**Run 1: I/O nets highlighted**

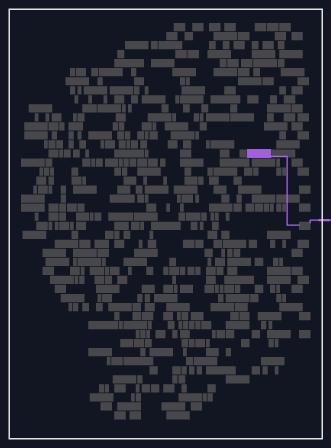
**Run 1: placement by cell class**

Fill, decap, tap and diode cells in grey.
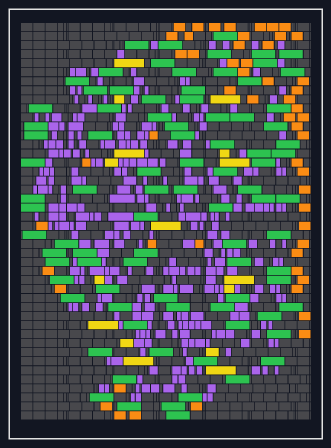
**Run 1: M3 wires**

The bar under the picture is 20 microns long.
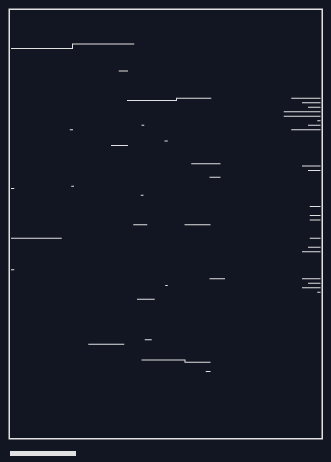
**Run 1: cell outlines without signal wires**

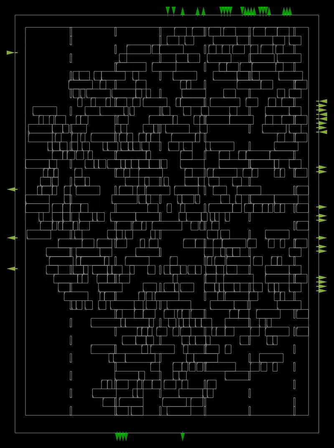
<file path="config.mk">
export PLATFORM = sky130hd
export DESIGN_NAME = vga_scanout
export DESIGN_NICKNAME = d
export VERILOG_FILES = /design/src/rtl/vga_scanout_pkg.sv /design/src/rtl/vga_timing_gen.sv /design/src/rtl/vga_scanout.sv
export SDC_FILE = /design/constraint.sdc
export NUM_CORES = 1
export LEC_CHECK = 0
export CORE_ASPECT_RATIO = 1.4
export CORE_MARGIN = 3
export CORE_UTILIZATION = 35
export CTS_CLUSTER_DIAMETER = 120
export DETAILED_ROUTE_END_ITERATION = 6
export HOLD_SLACK_MARGIN = 0.06
export PLACE_DENSITY = 0.56
export SLEW_MARGIN = 5
export SYNTH_ARGS = -nofsm -noshare
export SYNTH_HDL_FRONTEND = slang
export SYNTH_SLANG_ARGS = --single-unit
</file>
<file path="constraint.sdc">
create_clock -name clk_i -period 4.3 [get_ports clk_i]
set_input_delay 0.645 -clock clk_i [delete_from_list [all_inputs] [get_ports clk_i]]
set_output_delay 0.645 -clock clk_i [all_outputs]
set_load 0.03 [all_outputs]
</file>
<file path="src/rtl/vga_scanout_pkg.sv">
// Shared constants for the VGA scanout slice: default 640x480@60 timing,
// frame-buffer geometry and sync polarity.
package vga_scanout_pkg;

   localparam int DEF_CLK_DIV  = 2;
   localparam int DEF_H_ACTIVE = 640;
   localparam int DEF_H_FP     = 16;
   localparam int DEF_H_SYNC   = 96;
   localparam int DEF_H_BP     = 48;
   localparam int DEF_V_ACTIVE = 480;
   localparam int DEF_V_FP     = 10;
   localparam int DEF_V_SYNC   = 2;
   localparam int DEF_V_BP     = 33;

   localparam int H_TOTAL = DEF_H_ACTIVE + DEF_H_FP + DEF_H_SYNC + DEF_H_BP;
   localparam int V_TOTAL = DEF_V_ACTIVE + DEF_V_FP + DEF_V_SYNC + DEF_V_BP;

   localparam int PIX_W    = 12;
   localparam int ADR_W    = 19;
   localparam int FB_DEPTH = 307200;

   // Wide enough for h[8:6] colour-bar decode and any sane timing override.
   localparam int CNT_W = 12;

   localparam logic SYNC_ACTIVE = 1'b0;

endpackage

</file>
<file path="src/rtl/vga_timing_gen.sv">
// Pixel-clock divider, h/v raster counters and active/sync region decode.
module vga_timing_gen
   import vga_scanout_pkg::*;
#(
   parameter int CLK_DIV  = DEF_CLK_DIV,
   parameter int H_ACTIVE = DEF_H_ACTIVE,
   parameter int H_FP     = DEF_H_FP,
   parameter int H_SYNC   = DEF_H_SYNC,
   parameter int H_BP     = DEF_H_BP,
   parameter int V_ACTIVE = DEF_V_ACTIVE,
   parameter int V_FP     = DEF_V_FP,
   parameter int V_SYNC   = DEF_V_SYNC,
   parameter int V_BP     = DEF_V_BP
) (
   input  logic             clk,
   input  logic             rst,
   output logic             pix_ce,
   output logic [CNT_W-1:0] h,
   output logic [CNT_W-1:0] v,
   output logic             de,
   output logic             hs,
   output logic             vs
);

   localparam int DIV_W = (CLK_DIV > 1) ? $clog2(CLK_DIV) : 1;
   localparam logic [DIV_W-1:0] DIV_LAST = DIV_W'(CLK_DIV - 1);

   localparam logic [CNT_W-1:0] H_VIS    = CNT_W'(H_ACTIVE);
   localparam logic [CNT_W-1:0] V_VIS    = CNT_W'(V_ACTIVE);
   localparam logic [CNT_W-1:0] H_LAST   = CNT_W'(H_ACTIVE + H_FP + H_SYNC + H_BP - 1);
   localparam logic [CNT_W-1:0] V_LAST   = CNT_W'(V_ACTIVE + V_FP + V_SYNC + V_BP - 1);
   localparam logic [CNT_W-1:0] HS_BEGIN = CNT_W'(H_ACTIVE + H_FP);
   localparam logic [CNT_W-1:0] HS_END   = CNT_W'(H_ACTIVE + H_FP + H_SYNC);
   localparam logic [CNT_W-1:0] VS_BEGIN = CNT_W'(V_ACTIVE + V_FP);
   localparam logic [CNT_W-1:0] VS_END   = CNT_W'(V_ACTIVE + V_FP + V_SYNC);

   logic [DIV_W-1:0] div;

   // Divider sits at 0 out of reset so the first pixel enable lands on the first clock.
   always_ff @(posedge clk) begin
      if (rst) begin
         div <= '0;
      end else if (div == DIV_LAST) begin
         div <= '0;
      end else begin
         div <= div + 1'b1;
      end
   end

   assign pix_ce = (div == '0);

   always_ff @(posedge clk) begin
      if (rst) begin
         h <= '0;
         v <= '0;
      end else if (pix_ce) begin
         if (h == H_LAST) begin
            h <= '0;
            v <= (v == V_LAST) ? '0 : v + 1'b1;
         end else begin
            h <= h + 1'b1;
         end
      end
   end

   always_comb begin
      de = (h < H_VIS) && (v < V_VIS);
      hs = ((h >= HS_BEGIN) && (h < HS_END)) ? SYNC_ACTIVE : ~SYNC_ACTIVE;
      vs = ((v >= VS_BEGIN) && (v < VS_END)) ? SYNC_ACTIVE : ~SYNC_ACTIVE;
   end

endmodule

</file>
<file path="src/rtl/vga_scanout.sv">
// VGA scanout from the frame buffer: one read per visible pixel, 3-clock aligned RGB/sync.
// Optional colour-bar test pattern enabled by defining VGA_SCANOUT_TEST_PATTERN_EN.
module vga_scanout
   import vga_scanout_pkg::*;
#(
   parameter int CLK_DIV  = DEF_CLK_DIV,
   parameter int H_ACTIVE = DEF_H_ACTIVE,
   parameter int H_FP     = DEF_H_FP,
   parameter int H_SYNC   = DEF_H_SYNC,
   parameter int H_BP     = DEF_H_BP,
   parameter int V_ACTIVE = DEF_V_ACTIVE,
   parameter int V_FP     = DEF_V_FP,
   parameter int V_SYNC   = DEF_V_SYNC,
   parameter int V_BP     = DEF_V_BP
) (
   input  logic             clk_i,
   input  logic             rst,
   input  logic             fin_i,
`ifdef VGA_SCANOUT_TEST_PATTERN_EN
   input  logic             test_i,
`endif
   output logic             ram_re_o,
   output logic [ADR_W-1:0] ram_adr_o,
   input  logic [PIX_W-1:0] ram_dat_i,
   output logic             vga_hs_o,
   output logic             vga_vs_o,
   output logic [3:0]       vga_r_o,
   output logic [3:0]       vga_g_o,
   output logic [3:0]       vga_b_o,
   output logic             frame_start_o
);

   localparam logic [ADR_W-1:0] ADR_LAST = ADR_W'(H_ACTIVE * V_ACTIVE - 1);

   logic             pix_ce;
   logic [CNT_W-1:0] h;
   logic [CNT_W-1:0] v;
   logic             de;
   logic             hs;
   logic             vs;

   vga_timing_gen #(
      .CLK_DIV (CLK_DIV),
      .H_ACTIVE(H_ACTIVE),
      .H_FP    (H_FP),
      .H_SYNC  (H_SYNC),
      .H_BP    (H_BP),
      .V_ACTIVE(V_ACTIVE),
      .V_FP    (V_FP),
      .V_SYNC  (V_SYNC),
      .V_BP    (V_BP)
   ) timing (
      .clk   (clk_i),
      .rst   (rst),
      .pix_ce(pix_ce),
      .h     (h),
      .v     (v),
      .de    (de),
      .hs    (hs),
      .vs    (vs)
   );

   logic             at_origin;
   logic             fv_now;
   logic             read_now;
   logic             frame_valid;
   logic [ADR_W-1:0] adr_cnt;
   logic [ADR_W-1:0] adr_now;
   logic             de1, hs1, vs1, fv1;
   logic             de2, hs2, vs2, fv2;
   logic [PIX_W-1:0] pix_next;
`ifdef VGA_SCANOUT_TEST_PATTERN_EN
   logic             test_mode;
   logic             tm_now;
   logic             tm1, tm2;
   logic [2:0]       bar1, bar2;
`endif

   // Pixel (0,0) already belongs to the new frame, so it sees the freshly sampled flags.
   always_comb begin
      at_origin = pix_ce && (h == '0) && (v == '0);
      fv_now    = at_origin ? fin_i : frame_valid;
      adr_now   = at_origin ? '0 : adr_cnt;
`ifdef VGA_SCANOUT_TEST_PATTERN_EN
      tm_now    = at_origin ? test_i : test_mode;
      read_now  = de && fv_now && !tm_now;
`else
      read_now  = de && fv_now;
`endif
   end

   // Stage 1: frame flags, read request, saturating linear address and timing capture.
   always_ff @(posedge clk_i) begin
      if (rst) begin
         frame_valid   <= 1'b0;
         frame_start_o <= 1'b0;
         ram_re_o      <= 1'b0;
         ram_adr_o     <= '0;
         adr_cnt       <= '0;
         de1           <= 1'b0;
         hs1           <= ~SYNC_ACTIVE;
         vs1           <= ~SYNC_ACTIVE;
         fv1           <= 1'b0;
`ifdef VGA_SCANOUT_TEST_PATTERN_EN
         test_mode     <= 1'b0;
         tm1           <= 1'b0;
         bar1          <= '0;
`endif
      end else begin
         ram_re_o      <= 1'b0;
         frame_start_o <= 1'b0;
         if (pix_ce) begin
            frame_valid   <= fv_now;
            frame_start_o <= at_origin;
            ram_re_o      <= read_now;
            ram_adr_o     <= adr_now;
            adr_cnt       <= (de && (adr_now != ADR_LAST)) ? adr_now + 1'b1 : adr_now;
            de1           <= de;
            hs1           <= hs;
            vs1           <= vs;
            fv1           <= fv_now;
`ifdef VGA_SCANOUT_TEST_PATTERN_EN
            test_mode     <= tm_now;
            tm1           <= tm_now;
            bar1          <= h[8:6];
`endif
         end
      end
   end

   always_comb begin
      pix_next = '0;
`ifdef VGA_SCANOUT_TEST_PATTERN_EN
      if (de2 && tm2) begin
         pix_next = {{4{bar2[2]}}, {4{bar2[1]}}, {4{bar2[0]}}};
      end else if (de2 && fv2) begin
         pix_next = ram_dat_i;
      end
`else
      if (de2 && fv2) begin
         pix_next = ram_dat_i;
      end
`endif
   end

   // Stages 2 and 3 run every clock so the held RAM data lines up with its timing.
   always_ff @(posedge clk_i) begin
      if (rst) begin
         de2      <= 1'b0;
         hs2      <= ~SYNC_ACTIVE;
         vs2      <= ~SYNC_ACTIVE;
         fv2      <= 1'b0;
         vga_hs_o <= ~SYNC_ACTIVE;
         vga_vs_o <= ~SYNC_ACTIVE;
         vga_r_o  <= '0;
         vga_g_o  <= '0;
         vga_b_o  <= '0;
`ifdef VGA_SCANOUT_TEST_PATTERN_EN
         tm2      <= 1'b0;
         bar2     <= '0;
`endif
      end else begin
         de2      <= de1;
         hs2      <= hs1;
         vs2      <= vs1;
         fv2      <= fv1;
         vga_hs_o <= hs2;
         vga_vs_o <= vs2;
         {vga_r_o, vga_g_o, vga_b_o} <= pix_next;
`ifdef VGA_SCANOUT_TEST_PATTERN_EN
         tm2      <= tm1;
         bar2     <= bar1;
`endif
      end
   end

endmodule
</file>
==> results_tabular.tex, run 1 <==
% Generated from flow reports
\begin{tabular}{lr}
\hline
Metric & Value \\
\hline
\multicolumn{2}{l}{\textbf{Status}} \\
Outcome & complete, no violations \\
\multicolumn{2}{l}{\textbf{Synth}} \\
Synth logic family & simple AND/OR/NAND/NOR gates \\
Part of the Yosys area used for sequential elements & 46.12\% \\
Top-count cell post-synth & dfxtp\_1 \\
Seq cells post-synth & 87 \\
Chip area line of the yosys report & 3776 sq um \\
Mean instance size in the synthesized netlist & 8.927 sq um \\
Post-synthesis share of cell area spent on xor and xnor gates & 5.799\% \\
Basic Gates by Area & 29.95\% \\
Nets in the synthesized netlist & 443 \\
Cell type with the largest total area after synthesis & dfxtp\_1 \\
\multicolumn{2}{l}{\textbf{Min path}} \\
Start point of the worst hold path & vs2 \\
\multicolumn{2}{l}{\textbf{Setup path}} \\
Endpoint kind of the worst setup timing path & flop \\
Cells along the critical path & or4\_4 -> nor4\_4 -> nand2\_2 -> and2\_1 -> ha\_1 -> nand2\_1 -> nor3\_1 -> a2111oi\_0 -> nand3\_1 -> a21oi\_1 \\
Critical-path top delay cell & a2111oi\_0 \\
Minimum setup slack among reg-to-reg paths & 0.72 ns \\
Crit Path Max Fanout & 24 \\
Beginning of the worst register-to-register path & timing.v[5] \\
\multicolumn{2}{l}{\textbf{Placed design}} \\
Port buffer count & 49 \\
Total placed cells including tap cells & 593 \\
Setup Slack @ Placement & 0.7598 ns \\
\multicolumn{2}{l}{\textbf{Layout}} \\
Most frequent logic cell in the layout & dfxtp\_1 \\
Sequential Area & 1742 sq um \\
Repair and plain buffers & 54 \\
Multi-input gate area in the final layout & 1897 sq um \\
Registers with the most flip-flops & adr\_cnt: 19 flops, ram\_adr\_o: 19 flops \\
Seq\_cells & 87 \\
Nets@finish & 486 \\
Proportion of cell area occupied by multi-input gates & 40.55\% \\
\multicolumn{2}{l}{\textbf{Floorplanning}} \\
DIE HEIGHT & 128.9 microns \\
Core footprint & 10460 sq um \\
Effective utilization at floorplan & 36.10\% \\
Count of boundary I/O pins & 50 \\
\multicolumn{2}{l}{\textbf{STA}} \\
Share of the cycle needed by the critical path after routing & 83.18\% \\
\multicolumn{2}{l}{\textbf{Power and ir drop}} \\
Power dissipated in the clock network & 0.768 mW \\
VDD IR max & 0.0001800 V \\
Top contributor to total power & sequential cells \\
Logic power comb & 0.117 mW \\
\multicolumn{2}{l}{\textbf{GRT}} \\
Total overflow reported by the global router & 0 \\
\multicolumn{2}{l}{\textbf{Clocking}} \\
Num CTS Buffers & 9 \\
Number of buffers between clock root and the deepest sink & 2 \\
Post\_cts resized & 0 \\
\multicolumn{2}{l}{\textbf{Detailed routing}} \\
First drt pass iteration count & 4 \\
Length of routed wiring on met1 & 3.747 mm \\
Top routing layer in use & met4 \\
\hline
\end{tabular}
-- 'I/O nets highlighted' (at the start) --
purple -> vga_hs_o  # bits 1, direction output, edge east, end cells 1, buffers 1, wire 33.3 microns

-- 'placement by cell class' (at the start) --
green -> flip-flops  # cells 87, share of their area 39%
purple -> all other logic  # cells 314, share of their area 43%
orange -> other buffers and delay cells  # cells 54, share of their area 12%
yellow -> clock drivers and dummy loads  # cells 16, share of their area 6.5%

-- 'M3 wires' (at the start) --
share of all routed wire = 2.9%
wire length on this layer = 253 microns
nets with wire on the layer = 30
main direction = horizontal

-- 'cell outlines without signal wires' (at the start) --
fill count: 1038
number of tap instances: 138

**Run 1: M2 wires**

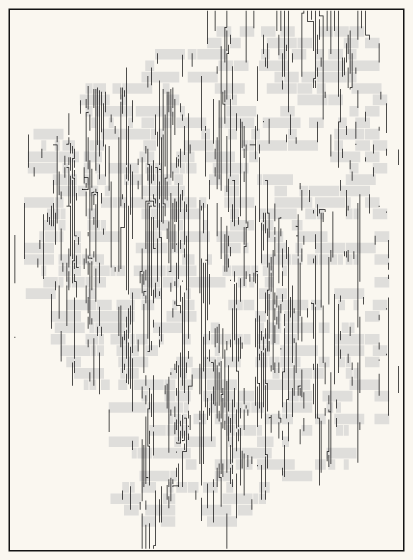

==> run 2, diff against run 1 <==
==> constraint.sdc (replaced) <==
create_clock -name clk_i -period 3.5 [get_ports clk_i]
set_input_delay 0.525 -clock clk_i [delete_from_list [all_inputs] [get_ports clk_i]]
set_output_delay 0.525 -clock clk_i [all_outputs]
set_load 0.03 [all_outputs]
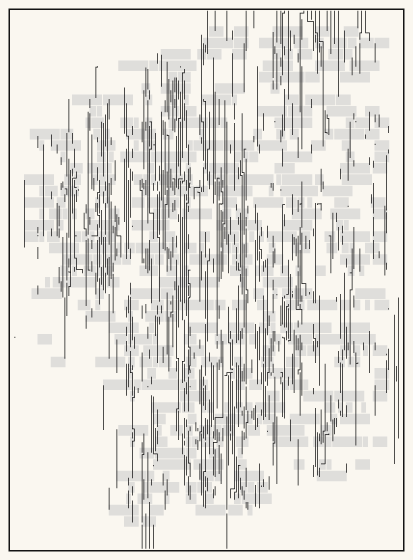
**Above:** run 2 (M2 wires).
nets with wire on the layer = 403
wire length on this layer = 4540 microns
main direction = vertical

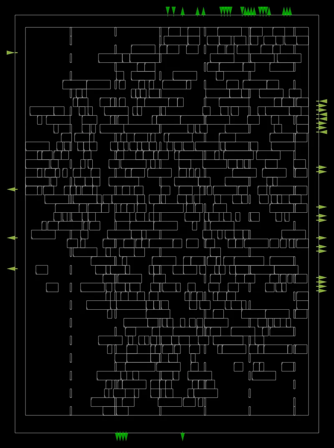
**Above:** run 2 (cell outlines without signal wires).
seq_cells: 87
final core utilization: 45.12%
sequential cell area share: 36.90%

==> run 2 against run 1 <==
Effect of this change: wire length increased by 2.7%; sequential share of layout area down 0.33 points; non-clock buffer count up 3; via count increased by 0.55%; maximum frequency grew 19%; sequential power increased by about 20%; total power rose by 27%; area after synthesis did not move; count of clock-buffer cells in the layout increased by 1; cell count is 0.49% higher; critical endpoint unchanged; largest power group unchanged.
==> results_tabular.tex, run 2 <==
% Generated from flow reports
\begin{tabular}{lr}
\hline
Metric & Value \\
\hline
\multicolumn{2}{l}{\textbf{Clocking}} \\
Post\_cts resized & 0 \\
Num CTS Buffers & 9 \\
Number of buffers between clock root and the deepest sink & 2 \\
\multicolumn{2}{l}{\textbf{Synth}} \\
Seq cells post-synth & 87 \\
Chip area line of the yosys report & 3776 sq um \\
Yosys cell types & 54 \\
Nets in the synthesized netlist & 443 \\
Part of the Yosys area used for sequential elements & 46.12\% \\
Cell type with the largest total area after synthesis & dfxtp\_1 \\
Post-synthesis share of cell area spent on xor and xnor gates & 5.799\% \\
Top-count cell post-synth & dfxtp\_1 \\
Mean instance size in the synthesized netlist & 8.927 sq um \\
\multicolumn{2}{l}{\textbf{Power and ir drop}} \\
VDD IR max & 0.0002349 V \\
Logic power comb & 0.154 mW \\
Power dissipated in the clock network & 1.00 mW \\
Top contributor to total power & sequential cells \\
\multicolumn{2}{l}{\textbf{Status}} \\
Outcome & complete, no violations \\
\multicolumn{2}{l}{\textbf{Layout}} \\
Sequential Area & 1742 sq um \\
Multi-input gate area in the final layout & 1897 sq um \\
Proportion of cell area occupied by multi-input gates & 40.19\% \\
Registers with the most flip-flops & adr\_cnt: 19 flops, ram\_adr\_o: 19 flops \\
Fill count & 1031 \\
Most frequent logic cell in the layout & dfxtp\_1 \\
\multicolumn{2}{l}{\textbf{Min path}} \\
Start point of the worst hold path & vs2 \\
\multicolumn{2}{l}{\textbf{Setup path}} \\
Critical-path top delay cell & a2111oi\_0 \\
Endpoint kind of the worst setup timing path & flop \\
Beginning of the worst register-to-register path & timing.v[5] \\
Minimum setup slack among reg-to-reg paths & 0.49 ns \\
Crit Path Max Fanout & 7 \\
\multicolumn{2}{l}{\textbf{GRT}} \\
Total overflow reported by the global router & 0 \\
\multicolumn{2}{l}{\textbf{STA}} \\
Share of the cycle needed by the critical path after routing & 86.01\% \\
\multicolumn{2}{l}{\textbf{Placed design}} \\
Setup Slack @ Placement & 0.4993 ns \\
Port buffer count & 49 \\
\multicolumn{2}{l}{\textbf{Floorplanning}} \\
Core footprint & 10460 sq um \\
Effective utilization at floorplan & 36.10\% \\
\hline
\end{tabular}
**Run 2: M3 wires**

The bar under the picture is 20 microns long.
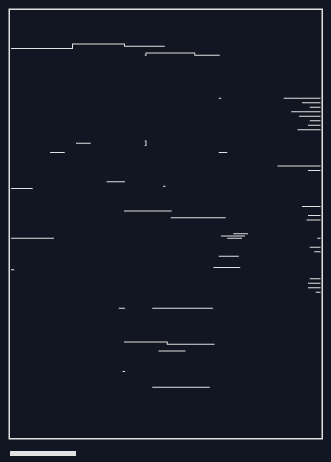

==> run 3, diff against run 2 <==
==> constraint.sdc (replaced) <==
create_clock -name clk_i -period 2.78 [get_ports clk_i]
set_input_delay 0.417 -clock clk_i [delete_from_list [all_inputs] [get_ports clk_i]]
set_output_delay 0.417 -clock clk_i [all_outputs]
set_load 0.03 [all_outputs]
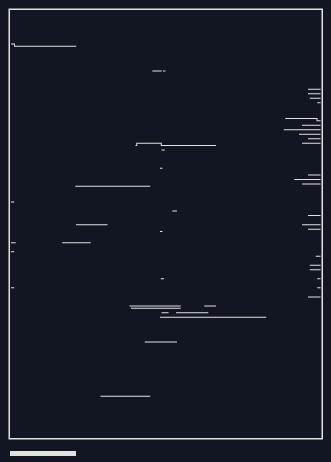
**Above:** run 3 (M3 wires).
The bar under the picture is 20 microns long.
longest straight run = 31.7 microns
share of all routed wire = 3.3%
nets with wire on the layer = 39

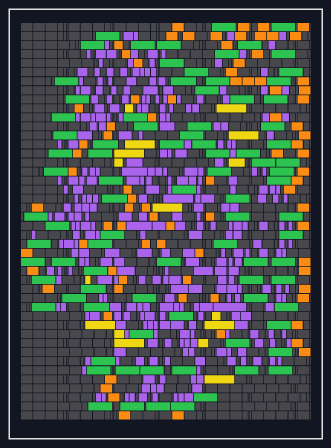
**Above:** run 3 (placement by cell class).
Fill, decap, tap and diode cells in grey.
standard-cell row count: 44
core footprint: 10460 sq um
sequential cell area share: 34.94%
post-route cell area: 5002 sq um

==> run 3 against run 2 <==
Effect of this change: global-route usage is 0.27 points lower; cell count is 4.2% higher; core utilization increased by 2.7 points; total power rose by 21%; hold slack lost 0.0030 ns; synthesized cell count is the same; clock skew is 0.0036 ns lower.
==> results_tabular.tex, run 3 <==
% Generated from flow reports
\begin{tabular}{lr}
\hline
Metric & Value \\
\hline
\multicolumn{2}{l}{\textbf{Floorplanning}} \\
Number of tap instances & 138 \\
DIE HEIGHT & 128.9 microns \\
Count of boundary I/O pins & 50 \\
Effective utilization at floorplan & 36.10\% \\
\multicolumn{2}{l}{\textbf{Setup path}} \\
Crit Path Max Fanout & 7 \\
Critical-path top delay cell & or4\_4 \\
Cells along the critical path & or4\_4 -> nor4\_4 -> nand2\_4 -> and2\_4 -> ha\_4 -> nand2\_4 -> nor3\_4 -> a2111o\_1 -> or3\_1 -> a21oi\_1 \\
Minimum setup slack among reg-to-reg paths & 0.07 ns \\
Endpoint kind of the worst setup timing path & flop \\
Beginning of the worst register-to-register path & timing.v[6] \\
\multicolumn{2}{l}{\textbf{Layout}} \\
Most frequent logic cell in the layout & dfxtp\_1 \\
Proportion of cell area occupied by multi-input gates & 40.12\% \\
Final core utilization & 47.82\% \\
Registers with the most flip-flops & adr\_cnt: 19 flops, ram\_adr\_o: 19 flops \\
Repair and plain buffers & 83 \\
Nets@finish & 515 \\
Multi-input gate area in the final layout & 2007 sq um \\
Seq\_cells & 87 \\
\multicolumn{2}{l}{\textbf{Detailed routing}} \\
First drt pass iteration count & 4 \\
Top routing layer in use & met4 \\
Number of nets with antenna violations after detailed routing & 0 \\
\multicolumn{2}{l}{\textbf{Placed design}} \\
Total placed cells including tap cells & 620 \\
Setup Slack @ Placement & 0.003168 ns \\
\multicolumn{2}{l}{\textbf{Clocking}} \\
Number of buffers between clock root and the deepest sink & 2 \\
Num CTS Buffers & 9 \\
Post\_cts resized & 1 \\
\multicolumn{2}{l}{\textbf{Synth}} \\
Mean instance size in the synthesized netlist & 8.927 sq um \\
Yosys cell types & 54 \\
Seq cells post-synth & 87 \\
Nets in the synthesized netlist & 443 \\
Synth logic family & simple AND/OR/NAND/NOR gates \\
Post-synthesis share of cell area spent on xor and xnor gates & 5.799\% \\
Cell type with the largest total area after synthesis & dfxtp\_1 \\
Top-count cell post-synth & dfxtp\_1 \\
Part of the Yosys area used for sequential elements & 46.12\% \\
\multicolumn{2}{l}{\textbf{Power and ir drop}} \\
VDD IR max & 0.0002686 V \\
Power dissipated in the clock network & 1.14 mW \\
Top contributor to total power & sequential cells \\
Logic power comb & 0.216 mW \\
\multicolumn{2}{l}{\textbf{Status}} \\
Outcome & complete, no violations \\
\multicolumn{2}{l}{\textbf{GRT}} \\
Total overflow reported by the global router & 0 \\
\hline
\end{tabular}
Power figures rest on the tool's default switching activity, not on a simulated workload.
